==> run_1/layers.png <==
Scale: 1.5 px per um. Two of the layers only.
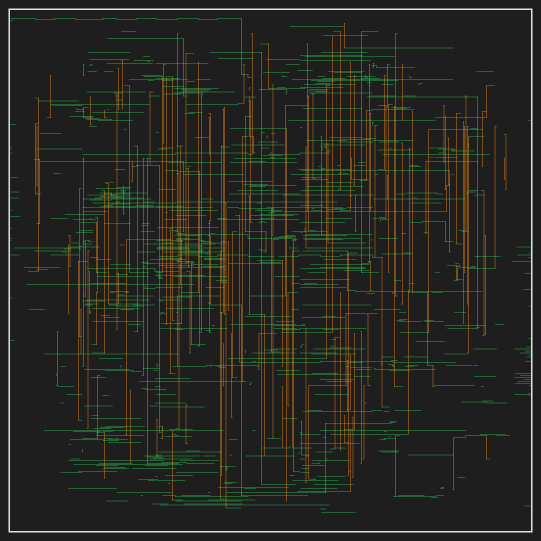
==> run_1/m2.png <==
Scale: 1 px per um. Cells faint in the background.
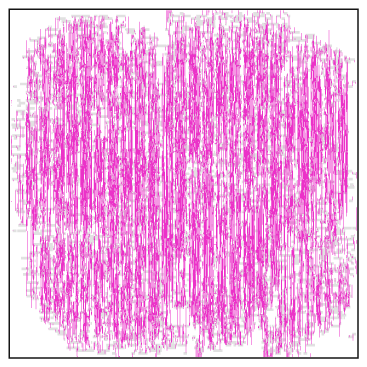
==> run_1/closeup.png <==
Region (251, 251) to (271, 271) um. Cells in grey, sequential cells in the stronger grey; small squares are vias.
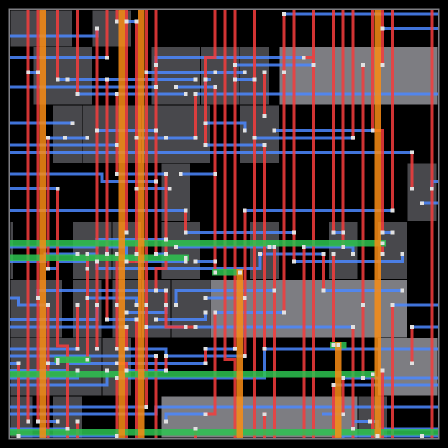
==> run_1/clock_nets.png <==
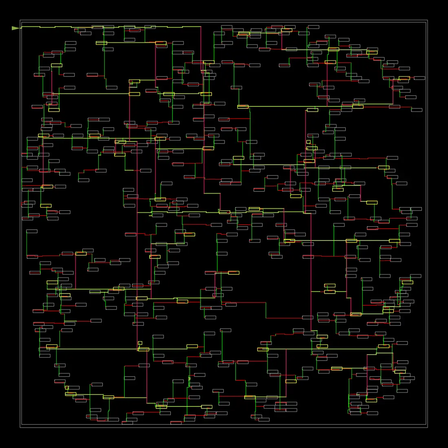
<file path="src/rtl/rice_csr_hpm_pkg.sv">
// Shared definitions for the rice performance-counter CSR block: address map,
// privilege encoding, request bundle and the CSR address decoder.
package rice_csr_hpm_pkg;

    localparam logic [3:0]  CSR_MCNT_PAGE     = 4'hB;
    localparam logic [3:0]  CSR_UCNT_PAGE     = 4'hC;
    localparam logic [11:0] CSR_MCOUNTEREN    = 12'h306;
    localparam logic [11:0] CSR_MCOUNTINHIBIT = 12'h320;

    typedef enum logic [1:0] {
        PRIV_U = 2'd0,
        PRIV_M = 2'd3
    } priv_e;

    typedef struct packed {
        logic        valid;
        logic        write;
        logic [11:0] address;
        logic [63:0] data;
        priv_e       privilege;
    } rice_csr_hpm_access_t;

    typedef enum logic [2:0] {
        SEL_NONE,
        SEL_MCNT,
        SEL_UCNT,
        SEL_EVENT,
        SEL_COUNTEREN,
        SEL_INHIBIT
    } csr_sel_e;

    typedef struct packed {
        csr_sel_e   sel;
        logic [4:0] index;
        logic       high;
    } csr_decode_t;

    // Index 1 (the time CSR slot) is not owned by this block and decodes as unmapped.
    function automatic csr_decode_t decode_csr(input logic [11:0] addr);
        csr_decode_t d;
        d.sel   = SEL_NONE;
        d.index = addr[4:0];
        d.high  = addr[7];
        if (addr[6:5] == 2'b00 && addr[4:0] != 5'd1) begin
            if (addr[11:8] == CSR_MCNT_PAGE)      d.sel = SEL_MCNT;
            else if (addr[11:8] == CSR_UCNT_PAGE) d.sel = SEL_UCNT;
        end
        if (addr == CSR_MCOUNTEREN)
            d.sel = SEL_COUNTEREN;
        else if (addr == CSR_MCOUNTINHIBIT)
            d.sel = SEL_INHIBIT;
        else if (addr[11:5] == CSR_MCOUNTINHIBIT[11:5] && addr[4:0] >= 5'd3)
            d.sel = SEL_EVENT;
        return d;
    endfunction

endpackage

</file>
<file path="src/rtl/rice_csr_hpm_counter.sv">
// One 64-bit wrapping counter with half/whole CSR write and a registered wrap pulse.
module rice_csr_hpm_counter
    import rice_csr_hpm_pkg::*;
#(
    parameter int XLEN = 32
) (
    input  logic            clk_i,
    input  logic            rst_ni,
    input  logic            inc_i,
    input  logic            wr_lo_i,
    input  logic            wr_hi_i,
    input  logic [XLEN-1:0] wdata_i,
    output logic [63:0]     value_o,
    output logic            wrap_o
);

    logic [63:0] cnt_q, cnt_d;
    logic        wrap_q, wrap_d;

    // A write to either half suppresses that cycle's increment and its carry.
    always_comb begin
        cnt_d  = cnt_q;
        wrap_d = 1'b0;
        if (wr_lo_i || wr_hi_i) begin
            if (XLEN == 64) begin
                cnt_d = 64'(wdata_i);
            end else begin
                if (wr_lo_i) cnt_d[31:0]  = wdata_i[31:0];
                if (wr_hi_i) cnt_d[63:32] = wdata_i[31:0];
            end
        end else if (inc_i) begin
            cnt_d  = cnt_q + 64'd1;
            wrap_d = &cnt_q;
        end
    end

    always_ff @(posedge clk_i or negedge rst_ni) begin
        if (!rst_ni) begin
            cnt_q  <= '0;
            wrap_q <= 1'b0;
        end else begin
            cnt_q  <= cnt_d;
            wrap_q <= wrap_d;
        end
    end

    assign value_o = cnt_q;
    assign wrap_o  = wrap_q;

endmodule

</file>
<file path="src/rtl/rice_csr_hpm_counters.sv">
// Machine/user performance-counter CSR block: owns mcycle, minstret and the
// programmable HPM counters, and answers CSR requests one cycle later.
module rice_csr_hpm_counters
    import rice_csr_hpm_pkg::*;
#(
    parameter int XLEN         = 32,
    parameter int HPM_COUNTERS = 4,
    parameter int EVENT_WIDTH  = 8,
    localparam int OVF_W       = (HPM_COUNTERS > 0) ? HPM_COUNTERS : 1
) (
    input  logic                   i_clk,
    input  logic                   i_rst_n,
    input  logic                   i_csr_valid,
    input  logic                   i_csr_write,
    input  logic [11:0]            i_csr_address,
    input  logic [XLEN-1:0]        i_csr_write_data,
    input  logic [1:0]             i_csr_privilege,
    output logic                   o_csr_ready,
    output logic [XLEN-1:0]        o_csr_read_data,
    output logic                   o_csr_error,
    input  logic                   i_retire,
    input  logic [EVENT_WIDTH-1:0] i_events,
    output logic [OVF_W-1:0]       o_overflow
);

    localparam int          NSLOT    = 2 + HPM_COUNTERS;
    localparam int          EVT_W    = $clog2(EVENT_WIDTH + 1);
    localparam logic [31:0] CNT_MASK = 32'((64'd1 << (3 + HPM_COUNTERS)) - 64'd1);
    localparam logic [31:0] INH_MASK = CNT_MASK & ~32'h2;

    rice_csr_hpm_access_t req;
    csr_decode_t          dec;
    logic                 priv_m, err, wr_ok;
    logic [XLEN-1:0]      rdata;
    logic [63:0]          cnt_sel;
    logic [63:0]          cnt_val [NSLOT];
    logic [NSLOT-1:0]     cnt_inc, cnt_wr_lo, cnt_wr_hi, cnt_wrap;
    logic [31:0]          counteren_q, inhibit_q;
    logic [EVT_W-1:0]     event_q [OVF_W];
    logic                 ready_q, error_q;
    logic [XLEN-1:0]      rdata_q;
    logic                 unused_sig;

    assign req = '{valid:     i_csr_valid,
                   write:     i_csr_write,
                   address:   i_csr_address,
                   data:      64'(i_csr_write_data),
                   privilege: priv_e'(i_csr_privilege)};
    assign dec    = decode_csr(req.address);
    assign priv_m = (req.privilege == PRIV_M);
    assign wr_ok  = req.valid && req.write && !err;

    always_comb begin
        err = 1'b0;
        case (dec.sel)
            SEL_MCNT:  err = !priv_m || (dec.high && XLEN == 64);
            SEL_UCNT:  err = req.write || (dec.high && XLEN == 64) ||
                             (!priv_m && !counteren_q[dec.index]);
            SEL_EVENT, SEL_COUNTEREN, SEL_INHIBIT: err = !priv_m;
            default:   err = 1'b1;
        endcase
    end

    // Unimplemented counter/event indices fall through every match and read as 0.
    always_comb begin
        cnt_sel = '0;
        for (int s = 0; s < NSLOT; s++)
            if (int'(dec.index) == ((s == 0) ? 0 : s + 1)) cnt_sel = cnt_val[s];
        rdata = '0;
        case (dec.sel)
            SEL_MCNT, SEL_UCNT: rdata = dec.high ? XLEN'(cnt_sel[63:32]) : cnt_sel[XLEN-1:0];
            SEL_EVENT: begin
                for (int k = 0; k < HPM_COUNTERS; k++)
                    if (int'(dec.index) == 3 + k) rdata = XLEN'(event_q[k]);
            end
            SEL_COUNTEREN: rdata = XLEN'(counteren_q);
            SEL_INHIBIT:   rdata = XLEN'(inhibit_q);
            default:       rdata = '0;
        endcase
        if (err) rdata = '0;
    end

    always_comb begin
        cnt_inc    = '0;
        cnt_inc[0] = !inhibit_q[0];
        cnt_inc[1] = i_retire && !inhibit_q[2];
        for (int k = 0; k < HPM_COUNTERS; k++)
            for (int j = 0; j < EVENT_WIDTH; j++)
                if (event_q[k] == EVT_W'(j + 1) && i_events[j] && !inhibit_q[3 + k])
                    cnt_inc[2 + k] = 1'b1;
    end

    // Slot 0 is mcycle, slot 1 minstret, slot 2+k mhpmcounter(3+k).
    for (genvar s = 0; s < NSLOT; s++) begin : g_cnt
        localparam int IDX = (s == 0) ? 0 : s + 1;
        assign cnt_wr_lo[s] = wr_ok && dec.sel == SEL_MCNT && !dec.high && int'(dec.index) == IDX;
        assign cnt_wr_hi[s] = wr_ok && dec.sel == SEL_MCNT &&  dec.high && int'(dec.index) == IDX;
        rice_csr_hpm_counter #(.XLEN(XLEN)) u_cnt (
            .clk_i   (i_clk),
            .rst_ni  (i_rst_n),
            .inc_i   (cnt_inc[s]),
            .wr_lo_i (cnt_wr_lo[s]),
            .wr_hi_i (cnt_wr_hi[s]),
            .wdata_i (req.data[XLEN-1:0]),
            .value_o (cnt_val[s]),
            .wrap_o  (cnt_wrap[s])
        );
    end

    always_ff @(posedge i_clk or negedge i_rst_n) begin
        if (!i_rst_n) begin
            ready_q     <= 1'b0;
            error_q     <= 1'b0;
            rdata_q     <= '0;
            counteren_q <= '0;
            inhibit_q   <= '0;
            for (int k = 0; k < OVF_W; k++) event_q[k] <= '0;
        end else begin
            ready_q <= req.valid;
            error_q <= req.valid && err;
            rdata_q <= req.valid ? rdata : '0;
            if (wr_ok && dec.sel == SEL_COUNTEREN) counteren_q <= req.data[31:0] & CNT_MASK;
            if (wr_ok && dec.sel == SEL_INHIBIT)   inhibit_q   <= req.data[31:0] & INH_MASK;
            for (int k = 0; k < HPM_COUNTERS; k++)
                if (wr_ok && dec.sel == SEL_EVENT && int'(dec.index) == 3 + k)
                    event_q[k] <= req.data[EVT_W-1:0];
        end
    end

    if (HPM_COUNTERS > 0) begin : g_ovf
        assign o_overflow = cnt_wrap[NSLOT-1:2];
    end else begin : g_no_ovf
        assign o_overflow = 1'b0;
    end

    // mcycle/minstret wrap silently; their wrap pulses are intentionally dropped.
    assign unused_sig      = ^{req.data, cnt_wrap[1:0]};
    assign o_csr_ready     = ready_q;
    assign o_csr_error     = error_q;
    assign o_csr_read_data = rdata_q;

endmodule

</file>
<file path="config.mk">
export PLATFORM = sky130hd
export DESIGN_NAME = rice_csr_hpm_counters
export DESIGN_NICKNAME = d
export VERILOG_FILES = /design/src/rtl/rice_csr_hpm_pkg.sv /design/src/rtl/rice_csr_hpm_counter.sv /design/src/rtl/rice_csr_hpm_counters.sv
export SDC_FILE = /design/constraint.sdc
export NUM_CORES = 1
export LEC_CHECK = 0
export ABC_AREA = 1
export CORE_UTILIZATION = 29
export CTS_BUF_LIST = sky130_fd_sc_hd__clkbuf_4 sky130_fd_sc_hd__clkbuf_8 sky130_fd_sc_hd__clkbuf_16
export CTS_CLUSTER_DIAMETER = 150
export CTS_CLUSTER_SIZE = 8
export DETAILED_ROUTE_END_ITERATION = 16
export MAX_ROUTING_LAYER = met4
export PLACE_DENSITY = 0.44
export SLEW_MARGIN = 0
export SYNTH_ARGS = -nofsm -noshare
export SYNTH_HDL_FRONTEND = slang
export SYNTH_SLANG_ARGS = --single-unit
</file>
<file path="constraint.sdc">
create_clock -name i_clk -period 2.9 [get_ports i_clk]
set_input_delay 0.725 -clock i_clk [delete_from_list [all_inputs] [get_ports i_clk]]
set_output_delay 0.725 -clock i_clk [all_outputs]
set_load 0.05 [all_outputs]
</file>
==> reports/qor.yml, run 1 <==
run_status:
  outcome: "complete, no violations"
place:
  place.gp.congestion: 1.07
  pre_cts_ws_ns: -0.724
  io_buffers: 96
  hpwl_um: 174000
  placed_cell_area_sq_mm: 0.0416
cells_and_area:
  postLayoutCoreUtil_pct: 37.0
  nets: 5997
  lay_top_count: "nand2_1"
  drive_above_1_share_pct: 11.8
  nFillCells: 12900
  stdcell_area_sq_mm: 0.0437
  most-common-layout-cells: "nand2_1, nor2_1, inv_1"
drt:
  dr.pass1.iters: 5
  drt_iter0_drc: 4580
  vias_per_cell: 5.42
  drc: 0
  ant_nets: 0
synth:
  ys.flops: 451
  syn-cell-area_sq_mm: 0.0346
  top_cell_area_share_pct: 32.6
  syn_inst: 5421
  synth_warnings: 0
  ys_cells: 5421
  avgSynthCellArea_sq_um: 6.38
  yosysTopAreaCell: "dfrtp_1"
  ys_types: 48
  yosysMostFrequentCell: "nand2_1"
  ys_dominant_reg_cell: "dfrtp_1"
  ys_area_sq_mm: 0.0346
  yosys-top-cells-area: "dfrtp_1, nand2_1, xor2_1"
cts:
  clk_latency_ns: 0.66
  h-tree-depth: 3
  clkTransAtPathRegs_ns: 0.05
  cts_tree: "built"
  ctsRootBufferMaster: "clkbuf_16"
  cts.sinks: 451
grt:
  grt_overflow: 0
  antenna_found_initial: 16
  grt_pass1_wl_um: 299000
  grt_pass1_vias: 38700
pwr:
  ir_worst_vdd_uv: 404
  power.density_mw_per_mm2: 366
  leakagePower_nw: 20.7
timing:
  fin_hold_ws_ns: 0.474
  rsz0062_at_grt: "true"
  worstMarginPinSlew_ns: 0.956
  worst_slack_ns: 0.0544
  fmax_mhz: 351
  finalClockPeriodUsage_pct: 98.1
  setup_violations: 0
  finalHoldViolCount: 0
  post-route-min-period_ns: 2.85
min_path:
  hold_path_class: "register to register"
die:
  fp.dieH_um: 347
  coreArea_sq_mm: 0.118
  fp.dieW_um: 347
  dieArea_sq_mm: 0.121
  core_util_floorplan_pct: 29.3
  rows: 126
run:
  tool_warnings: 27
setup_path:
  worstPathRequired_ns: 3.47
  cp_max_fo: 6
  slowest_delay_ns: 0.51
  critical_path_class: "primary input to register"
  cpMostUsedCell: "nand2_1"
  critPathSlowestCell: "clkdlybuf4s50_1"
  cp-end-kind: "register"
Notes on layers.png above:
M4 -> orange  # wire length 14,100 um
M3 -> green  # wire length 13,200 um
Routed wire per std cell: 28.9 um
All-Layer GR Usage: 36.1%
final WL: 216,000 um
vias post-DR: 40,500

Notes on m2.png above:
wire length on this layer = 98.7 mm
share of all routed wire = 46%
longest straight run = 169 um
GRT met2 Usage: 56.9%

Notes on closeup.png above:
M1 -> blue
M2 -> red
M3 -> green
M4 -> orange
sequential cells in the window = 3
netlist names of flops here include = g_cnt.u_cnt.value_o (3)
cells with their middle in the window = 30
most frequent = nand2_1 (10), inv_1 (4)

Notes on clock_nets.png above:
clock buffers: 69
Clk power: 0.00745 W
skew final: 0.0325 ns
CTS Buf Count: 66
Seq cells: 451

==> run 1: where the power goes <==
part           switching (W)  internal [W]  leakage (nW)  total (W)
combinational        0.00127      0.000584          14.6    0.00186
clock                0.00329       0.00417         0.860    0.00745
sequential          0.000229       0.00645          5.18    0.00668
==> run 1: per-layer routing <==
layer  GRT usage (%)  part of all wire [%]  vias up
met5               -                     0        -
met4            19.7                   6.5        0
met3            4.00                   6.1      415
met2            56.9                    46     1724
met1            45.3                    42    19700
li1                -                     -    18700
==> run 1: repair_timing <==
item / CTS / global route
buffers inserted: 0 / 5
pin swaps: 1 / 4
endpoints found under the setup margin: 39 / 414
gates cloned: 0 / 4
gates resized: 7 / 39
hold buffers: 1 / 0
endpoints found under the hold margin: 33 / 0
==> run 1: worst register-to-register path: stages (launching register included) <==
cell and delay (ns):
dfrtp_1 0.44, ha_1 0.23, nand3_1 0.24, or2_2 0.43, nor4_2 0.43, buf_4 0.21, nand3_1 0.20, xnor2_1 0.20
nand2_1 0.07, o21ai_0 0.07, nand2_1 0.07, nand2_1 0.05
==> run 1: state kept, by name (all words and copies together), names as in the netlist <==
name                 flops
counteren_q              7
event_q                 16
g_cnt.u_cnt.value_o    384
g_cnt.u_cnt.wrap_o       4
inhibit_q                6
o_csr_error              1
o_csr_read_data         32
o_csr_ready              1
==> run 1: kinds of logic (layout without fill, tap and decap cells) <==
family                     Yosys count  after routing  share of synthesized area [%]
adders and majority gates            6              6                          0.217
xor gates and xnor gates           356            356                           9.01
other                                0             10                              0
AOI/OAI and AO/OA                  788            788                           12.8
DFF                                451            451                           32.6
buffers and inverters              743           1258                           8.48
and+or+nand+nor                   3077           3077                           36.9
==> run 1: metrics by stage <==
step | cells | TNS [ns] | total power (W)
5_1_grt | 7476 | -0.910 | 0.0164
6_report | 7482 | 0 | 0.0160
3_5_place_dp | 7390 | -257.51 | 0.00858
4_1_cts | 7463 | 0 | 0.0161
2_1_floorplan | 5421 | 0 | 0.00733
3_3_place_gp | 7390 | -247.00 | 0.00859
==> run 1: path summary, 6_finish.rpt <==
path | end | slack [ns] | depth (start not counted)
worst max-delay path | g_cnt[5].u_cnt.value_o[6] | 0.05 | 17
worst min-delay path | g_cnt[2].u_cnt.value_o[63] | 0.47 | 2
worst max register to register | g_cnt[1].u_cnt.value_o[46] | 0.16 | 11
worst min register to register | g_cnt[2].u_cnt.value_o[63] | 0.47 | 2
max in group asynchronous | g_cnt[1].u_cnt.value_o[42] | 1.45 | 4
min in group asynchronous | event_q[6] | 0.56 | 2
==> run 1: final cells by class <==
| cell class | instances | area [sq um] | share of cell area, % |
|---|---|---|---|
| multi-input combinational | 4227 | 20500 | 47.0 |
| timing repair buffer | 645 | 6130 | 14.0 |
| timing repair inverter | 1 | 7.51 | 0.0172 |
| antenna | 10 | 25.0 | 0.0573 |
| sequential | 451 | 11300 | 25.8 |
| clock buffer | 69 | 1730 | 3.95 |
| tap | 1536 | 1920 | 4.40 |
| clock inverter | 3 | 25.0 | 0.0573 |
| inverter | 540 | 2030 | 4.65 |
==> run_1/port_trees.png <==
Scale: 1 px per um.
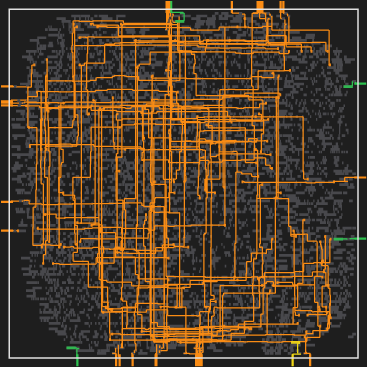

## Run 2: what changed since run 1
--- a/config.mk
+++ b/config.mk
@@ -12,8 +12,7 @@
 export CTS_CLUSTER_SIZE = 8
 export DETAILED_ROUTE_END_ITERATION = 16
 export MAX_ROUTING_LAYER = met4
-export PLACE_DENSITY = 0.44
-export SLEW_MARGIN = 0
+export SLEW_MARGIN = 20
 export SYNTH_ARGS = -nofsm -noshare
 export SYNTH_HDL_FRONTEND = slang
 export SYNTH_SLANG_ARGS = --single-unit
==> run_2/port_trees.png <==
Scale: 1 px per um.
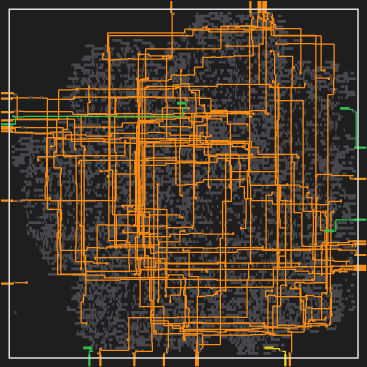
o_overflow -> green  # bits 4, direction output, edge 2 right, 1 bottom, 1 left, end cells 4, buffers 4, wire 285 um
o_csr_error -> yellow  # bits 1, direction output, edge bottom, end cells 1, buffers 1, wire 16.0 um
i_csr_write_data -> orange  # bits 32, direction input, edge 9 left, 8 right, 8 top, 7 bottom, end cells 195, buffers 65, wire 17,500 um

==> run_2/clock_nets.png <==
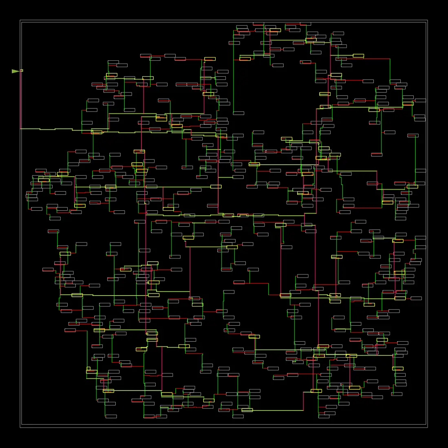
skew final: 0.0271 ns
clock buffers: 73
Clock Sinks: 451
clk latency late pin: 0.65 ns
Clk power: 0.00762 W

==> reports/qor.yml, run 2 <==
run_status:
  outcome: "complete, no violations"
setup_path:
  arrival_ns: 3.30
  cp_max_fo: 20
  critical_path_class: "primary input to register"
  cp-end-kind: "register"
  worstPathRequired_ns: 3.36
synth:
  ys_sh_adder_pct: 0.217
  ys_area_sq_mm: 0.0346
  edf_count: 0
  ys_sh_mux_pct: 0
  yosysTopAreaCell: "dfrtp_1"
  synth_warnings: 0
  avgSynthCellArea_sq_um: 6.38
  ys_types: 48
  synthSimpleGateAreaFrac_pct: 36.9
  yosys-top-cells-area: "dfrtp_1, nand2_1, xor2_1"
  ys.flops: 451
  syn_inst: 5421
  top_cell_area_share_pct: 32.6
  syn-cell-area_sq_mm: 0.0346
  top_logic_kind: "simple AND/OR/NAND/NOR gates"
  ys_dominant_reg_cell: "dfrtp_1"
  yosysMostFrequentCell: "nand2_1"
  ys_cells: 5421
  ys_sh_xor_pct: 9.01
  ys_sh_aoi_pct: 12.8
drt:
  ant_nets: 0
  num_vias: 41100
  routed_wl_um: 205000
  drt_iter0_drc: 4880
  dr.pass1.iters: 6
  wire_per_inst_um: 27.5
  drc: 0
  vias_per_cell: 5.50
grt:
  antenna_found_initial: 16
  met1_usage_pct: 42.7
  grt_pass1_vias: 38700
  use_met3_pct: 6.60
  met2_usage_pct: 50.9
  grt_overflow: 0
  busiest_layer: "met2"
  grtUsageTotal_pct: 34.1
  grt_pass1_wl_um: 286000
cts:
  clkTransAtPathRegs_ns: 0.05
  h-tree-depth: 3
  cts_tree: "built"
  cts_made_buffers: 66
pwr:
  power.density_mw_per_mm2: 369
  ir_worst_vdd_uv: 412
die:
  rows: 126
  fp.dieW_um: 347
  dieArea_sq_mm: 0.121
  coreArea_sq_mm: 0.118
  core_util_floorplan_pct: 29.3
  fp.dieH_um: 347
timing:
  finalClockPeriodUsage_pct: 97.8
  worstMarginPinSlew_ns: 0.967
  finalHoldViolCount: 0
  fmax_mhz: 352
  setup_tns_ns: 0
  worst_slack_ns: 0.0629
  setup_violations: 0
  post-route-min-period_ns: 2.84
cells_and_area:
  most-common-layout-cells: "nand2_1, nor2_1, inv_1"
  drive_above_1_share_pct: 11.8
  lay_top_count: "nand2_1"
  stdcell_area_sq_mm: 0.0437
  nets: 5990
  instances_no_fill: 7484
  largest_register_ffs: 384
place:
  place.gp.congestion: 1.09
  hpwl_um: 165000
  pre_cts_ws_ns: -0.875
  io_buffers: 96
  placed_cell_area_sq_mm: 0.0413
  dp.cells: 7373
min_path:
  hold_path_class: "register to register"
run:
  tool_warnings: 26
-- run 2: cell counts after synthesis --
No cell type changed its count.
-- run 2: power by group --
group          total (W)  switching (W)  internal [W]
Combinational    0.00183        0.00125      0.000572
Clock            0.00762        0.00324       0.00438
Sequential       0.00668       0.000231       0.00645
Total             0.0161        0.00473        0.0114
-- run 2: metal layers --
layer  up-vias  wire [um]
li1      18600          -
met1     19900      83200
met2      2136      89500
met3       494      18700
met4         0      14100
met5         -          0
-- run 2: what timing repair did --
action	in CTS	in global routing
hold endpoints to repair	13	0
cloned	0	6
pin swaps	3	10
resized	15	52
endpoints found under the setup margin	225	384
hold buffers	1	0
setup buffers	3	11
-- run 2: metrics by stage --
step	utilization, %	hold slack [ns]	power, W
global placement	35.0	0.454	0.00853
floorplan	-	0.429	0.00733
global route	37.0	0.506	0.0165
finish	37.0	0.477	0.0161
CTS	36.6	0.479	0.0161
detailed placement	35.0	0.467	0.00853
-- run 2: final timing paths --
kind | from | end | slack, ns | cells after the start
worst min register to register | g_cnt[2].u_cnt.value_o[63] | g_cnt[2].u_cnt.value_o[63] | 0.48 | 2
worst min-delay path | g_cnt[2].u_cnt.value_o[63] | g_cnt[2].u_cnt.value_o[63] | 0.48 | 2
worst max register to register | g_cnt[0].u_cnt.value_o[0] | g_cnt[0].u_cnt.value_o[57] | 0.16 | 12
min in group asynchronous | i_rst_n | event_q[8] | 0.60 | 2
max in group asynchronous | i_rst_n | o_csr_read_data[24] | 1.46 | 3
worst max-delay path | i_csr_address[1] | o_csr_read_data[27] | 0.06 | 11
-- run 2: final cells by class --
| class | count | area, sq um |
|---|---|---|
| well taps | 1536 | 1920 |
| repair inverters | 1 | 5.00 |
| multi-input cells | 4227 | 20600 |
| inverters | 540 | 2030 |
| diodes | 17 | 42.5 |
| fillers | 12800 | 74400 |
| flip-flops and latches | 451 | 11300 |
| clock buffers | 73 | 1830 |
| clock inverters | 1 | 7.51 |
| repair buffers | 638 | 5960 |
-- run 2: cell families (layout without fill, tap and decap cells) --
logic type,count (synthesis),in the layout
AND-OR/OR-AND,788,788
AND/OR/NAND/NOR,3077,3077
XOR/XNOR,356,356
flip-flops,451,451
adder cells (fa/ha/maj),6,6
buffers and inverters,743,1253
other,0,17
-- run 2: worst max-delay path: stages --
cell and delay (ns):
clkdlybuf4s15_1 0.24, buf_4 0.20, buf_4 0.14, nand4_1 0.15, buf_12 0.16, clkinv_1 0.12
buf_12 0.18, a221oi_1 0.78, o211ai_1 0.21, o22ai_1 0.21, nor2_1 0.16
No activity file was given, so power comes from the tool's default toggle rates.
